==> run_1/clocks.png <==
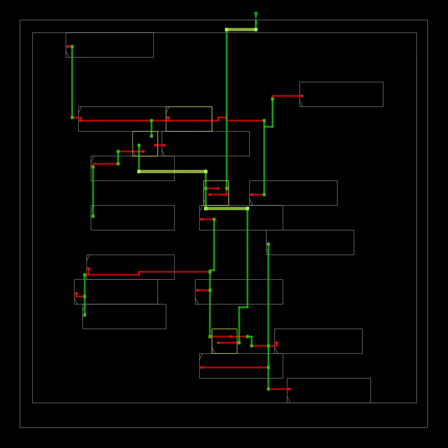
==> run_1/layer_met1.png <==
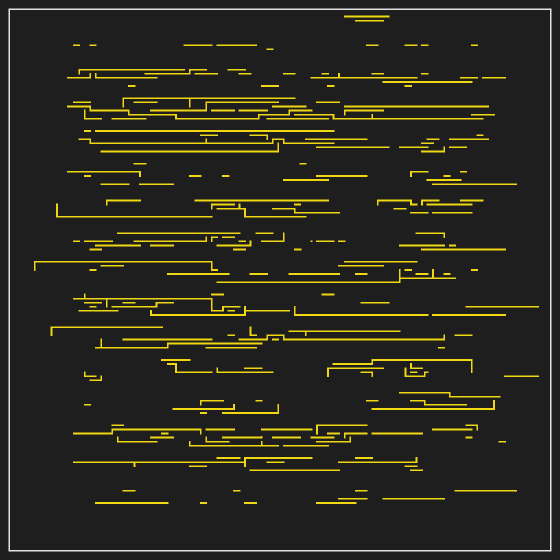
==> run_1/layer_met3.png <==
Scale bar: 10 um.
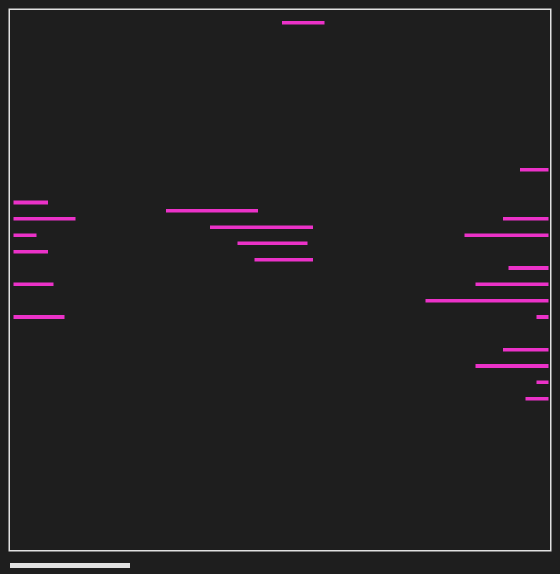
### config.mk
export PLATFORM = sky130hd
export DESIGN_NAME = lfsr16
export DESIGN_NICKNAME = d
export VERILOG_FILES = /design/src/rtl/stream_chk_pkg.sv /design/src/rtl/lfsr16.sv
export SDC_FILE = /design/constraint.sdc
export NUM_CORES = 1
export LEC_CHECK = 0
export CORE_UTILIZATION = 43
export CTS_CLUSTER_DIAMETER = 100
export DETAILED_ROUTE_END_ITERATION = 16
export HOLD_SLACK_MARGIN = 0.1
export PLACE_DENSITY = 0.79
export SETUP_SLACK_MARGIN = 0.5
export SYNTH_ARGS = -nofsm -noshare
export SYNTH_HDL_FRONTEND = slang
export SYNTH_SLANG_ARGS = --single-unit
### constraint.sdc
create_clock -name clk -period 1.8 [get_ports clk]
set_clock_uncertainty 0.05 [all_clocks]
set_input_delay 0.36 -clock clk [delete_from_list [all_inputs] [get_ports clk]]
set_output_delay 0.36 -clock clk [all_outputs]
set_load 0.02 [all_outputs]
### src/rtl/stream_chk_pkg.sv
// Shared types and constants for the stream sequence checker and its LFSR.
package stream_chk_pkg;

   typedef enum logic [1:0] {
      BP_ALWAYS = 2'd0,
      BP_RANDOM = 2'd1,
      BP_NEVER  = 2'd2
   } bp_mode_e;

   typedef enum logic [1:0] {
      IDLE   = 2'd0,
      SYNC   = 2'd1,
      LOCKED = 2'd2
   } chk_state_e;

   localparam logic [15:0] LFSR_SEED_DEFAULT = 16'hACE1;
   // Feedback taps b0,b2,b3,b5 for x^16+x^14+x^13+x^11+1 in a right-shifting register
   localparam logic [15:0] LFSR_TAPS = 16'h002D;

   function automatic logic [15:0] lfsr16_step(input logic [15:0] s);
      return {^(s & LFSR_TAPS), s[15:1]};
   endfunction

endpackage

### src/rtl/lfsr16.sv
// 16-bit Fibonacci LFSR, right-shifting, with synchronous reload and advance enable.
module lfsr16
   import stream_chk_pkg::*;
#(
   parameter logic [15:0] ResetVal = LFSR_SEED_DEFAULT
) (
   input  logic        clk,
   input  logic        reset_n,
   input  logic        clear,
   input  logic        advance,
   input  logic [15:0] seed,
   output logic [15:0] out
);

   logic [15:0] r_lfsr;

   always_ff @(posedge clk or negedge reset_n) begin
      if (!reset_n) begin
         r_lfsr <= ResetVal;
      end else if (clear) begin
         r_lfsr <= seed;
      end else if (advance) begin
         r_lfsr <= lfsr16_step(r_lfsr);
      end
   end

   assign out = r_lfsr;

endmodule

==> CHANGELOG.md, run 1 <==
### Changed

- Met3 WL: 90 um
- Slew HR: 86.61%
- Starting density of the core: 45.87%
- CTS Buffer Depth: 2
- Sequential portion of the cell area: 31.60%
- Remaining global-route overflow: 0
- Count of inserted antenna diode cells: 0
- Met2 usage in global routing: 37.94%
- Multiplexer area fraction after synthesis: 18.96%
- Internal: 726.5 uW
- Peak ir drop on the vdd network: 0.0005669 V
- Number of hold violations in the final report: 0
- Total number of yosys warnings: 0
- Dominant combinational cell family by area after synthesis: multiplexers
- PnR Total Power: 1021 uW
- Top flip-flop cell by instance count after synthesis: sky130_fd_sc_hd__dfstp_2
- List of cells traversed by the critical path: buf_6
- Result of the run: finished clean
- Group drawing the most power: sequential cells
- Leakage power summed over all cells: 0.0006111 uW
- Vias in the first global route: 700
- Post-Synth Adder-Cell Area: 0%
- Ys flops: 16
- Mean area per synthesized cell: 10.85 um^2
- Cell count along the critical path: 1
- Largest net degree at the start of global routing: 20
- Sequential cell power: 445 uW
- Cell Count, Final, Fillers Out: 148
- Count of buffers from port buffering: 35
- Post-synth cell types: 15
- Critical Path Sink Type: output pin
- Fill cell total of the finished layout: 131
- Antenna Nets Post-Route: 0
- Setup Slack @ Placement: 0.2444 ns
- Top cell excl fill/tap: sky130_fd_sc_hd__clkdlybuf4s50_1
- Proportion of synthesized flip-flops having asynchronous set or reset: 100.0%
- Routability Congestion: 0.7211
- Clock Sinks: 16
Back to the opening pictures, clocks.png:
clock network power consumption: 238 uW
final sequential cell count: 16
clock buffer count in the final layout: 4
Worst-Skew Late Latency: 0.29 ns

Back to the opening pictures, layer_met1.png:
nets with wire on the layer = 117
longest straight run = 19.8 um
share of all routed wire = 44%
main direction = horizontal
final wirelength: 1848 um
vias after detailed routing: 718
GR Layer Usage met1: 25.00%

Back to the opening pictures, layer_met3.png:
share of all routed wire = 4.9%
wire length on this layer = 90.4 um
nets with wire on the layer = 21
longest straight run = 9.90 um
grt met3 use: 2.400%

## run 1: path summary, 6_finish.rpt
kind | start | to | slack (ns)
setup / recovery | out[15]$_DFFE_PN1P_ | out[15] | 0.43
hold / removal | reset_n | out[8]$_DFFE_PN0P_ | 0.32
setup reg to reg | out[5]$_DFFE_PN1P_ | out[15]$_DFFE_PN1P_ | 0.63
hold reg to reg | out[9]$_DFFE_PN0P_ | out[9]$_DFFE_PN0P_ | 0.57
max in group asynchronous | reset_n | out[6]$_DFFE_PN1P_ | 1.13
min in group clk | seed[6] | out[6]$_DFFE_PN1P_ | 0.54
## run 1: repair_timing
item                                    CTS  global route
gates resized                            79            11
setup buffers                             9             3
endpoints found under the setup margin   16            14
==> run_1/metal_density.png <==
Scale bar: 10 um. 9 x 9 tiles, from dark blue (low) to red (high), scaled to the fullest tile. Values are wire area over tile area, all layers added.
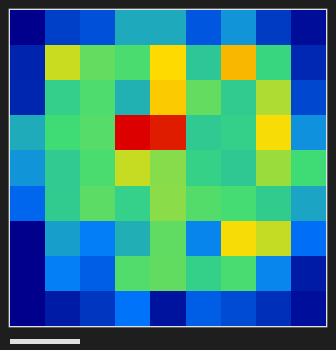

==> run 1 -> run 2 <==
--- a/config.mk
+++ b/config.mk
@@ -5,11 +5,11 @@
 export SDC_FILE = /design/constraint.sdc
 export NUM_CORES = 1
 export LEC_CHECK = 0
-export CORE_UTILIZATION = 43
+export CORE_UTILIZATION = 36
 export CTS_CLUSTER_DIAMETER = 100
 export DETAILED_ROUTE_END_ITERATION = 16
 export HOLD_SLACK_MARGIN = 0.1
-export PLACE_DENSITY = 0.79
+export PLACE_DENSITY = 0.7
 export SETUP_SLACK_MARGIN = 0.5
 export SYNTH_ARGS = -nofsm -noshare
 export SYNTH_HDL_FRONTEND = slang
==> constraint.sdc (replaced) <==
create_clock -name clk -period 1.1 [get_ports clk]
set_clock_uncertainty 0.05 [all_clocks]
set_input_delay 0.22 -clock clk [delete_from_list [all_inputs] [get_ports clk]]
set_output_delay 0.22 -clock clk [all_outputs]
set_load 0.02 [all_outputs]
==> run_2/metal_density.png <==
Scale bar: 10 um. 10 x 10 tiles, from dark blue (low) to red (high), scaled to the fullest tile. Values are wire area over tile area, all layers added.
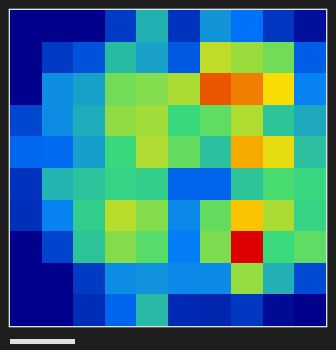
fullest tile = 0.34
densest ninth of the die = right middle
mean over tiles = 0.12
global-route total usage across every layer: 18.44%
vias after detailed routing: 722
final wirelength: 1908 um
wire length per cell: 11.85 um

==> CHANGELOG.md, run 2 <==
### Changed

- Final sequential cell count: 16
- Antenna Nets Post-Route: 0
- Standard cell core area: 2022 um^2
- Group drawing the most power: sequential cells
- Top flip-flop cell by instance count after synthesis: sky130_fd_sc_hd__dfstp_2
- Mean area per synthesized cell: 10.85 um^2
- Internal: 1296 uW
- Final count of negative-setup-slack endpoints: 13
- Count of buffers from port buffering: 35
- Failing checks: setup timing
- Cell count along the critical path: 1
- GR Layer Usage met1: 21.67%
- # Post-CTS Setup Buffers: 3
- CTS Buffer Depth: 2
- Met3 WL: 56 um
- Grt met3 use: 2.804%
- Sequential portion of the cell area: 28.08%
- Peak ir drop on the vdd network: 0.0006307 V
- Result of the run: finished with violations
- Ys flops: 16
- Met2 usage in global routing: 34.03%
- Setup Slack @ Placement: -0.2816 ns
- Total number of yosys warnings: 0
- Proportion of synthesized flip-flops having asynchronous set or reset: 100.0%
- Largest net degree at the start of global routing: 17
- Fill cell total of the finished layout: 141
- Number of hold violations in the final report: 0
- Beginning of the worst register-to-register path: out[5]$_DFFE_PN1P_
- Clock Sinks: 16
- Leakage power summed over all cells: 0.0006996 uW
- Critical Path Sink Type: output pin
- Power per standard cell area: 1197 nW/um^2
- Vias in the first global route: 754
- List of cells traversed by the critical path: buf_6
- Routability Congestion: 0.7535
- Remaining global-route overflow: 0
- Number of cells upsized or downsized after cts: 106
- Share of the clock period used by the worst path after layout: 109.8%
- CP max FO: 2
- Post-layout worst setup margin: -0.1078 ns
- Starting density of the core: 39.17%
- Sequential cell power: 730 uW
- Post-synth cell types: 15
- PnR Total Power: 1787 uW
- Startpoint of the worst setup timing path: out[11]$_DFFE_PN1P_
- End of the worst register-to-register path: out[15]$_DFFE_PN1P_
- Post-Synth Adder-Cell Area: 0%
- Clock buffer count in the final layout: 4
- End of the critical path: out[11]
==> run_2/clocks.png <==
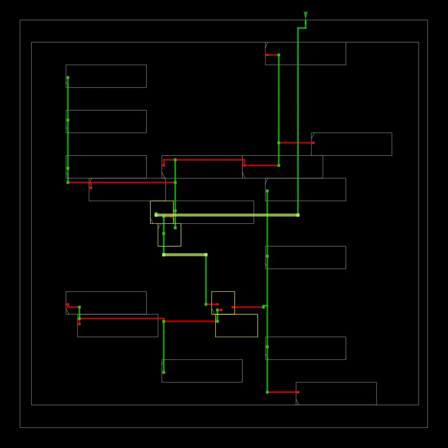
clock network power consumption: 376 uW
Worst-Skew Late Latency: 0.28 ns

run 2: stage by stage:
step	utilization, %	hold WS [ns]	instances
floorplan	-	-0.1256	73
global placement	66.03	0.5186	151
detailed placement	66.03	0.5257	151
CTS	72.71	0.2149	159
global route	73.82	0.2239	161
finish	73.82	0.2189	161
run 2: how the worst min path moves through the flow:
stage	start	to	slack, ns	depth (start not counted)
floorplan	reset_n	out[12]$_DFFE_PN0P_	-0.13	0
global placement	reset_n	out[12]$_DFFE_PN0P_	0.52	2
detailed placement	reset_n	out[12]$_DFFE_PN0P_	0.53	2
CTS	reset_n	out[9]$_DFFE_PN0P_	0.21	2
global route	reset_n	out[12]$_DFFE_PN0P_	0.22	2
finish	reset_n	out[9]$_DFFE_PN0P_	0.22	2
No activity file was given, so power comes from the tool's default toggle rates.
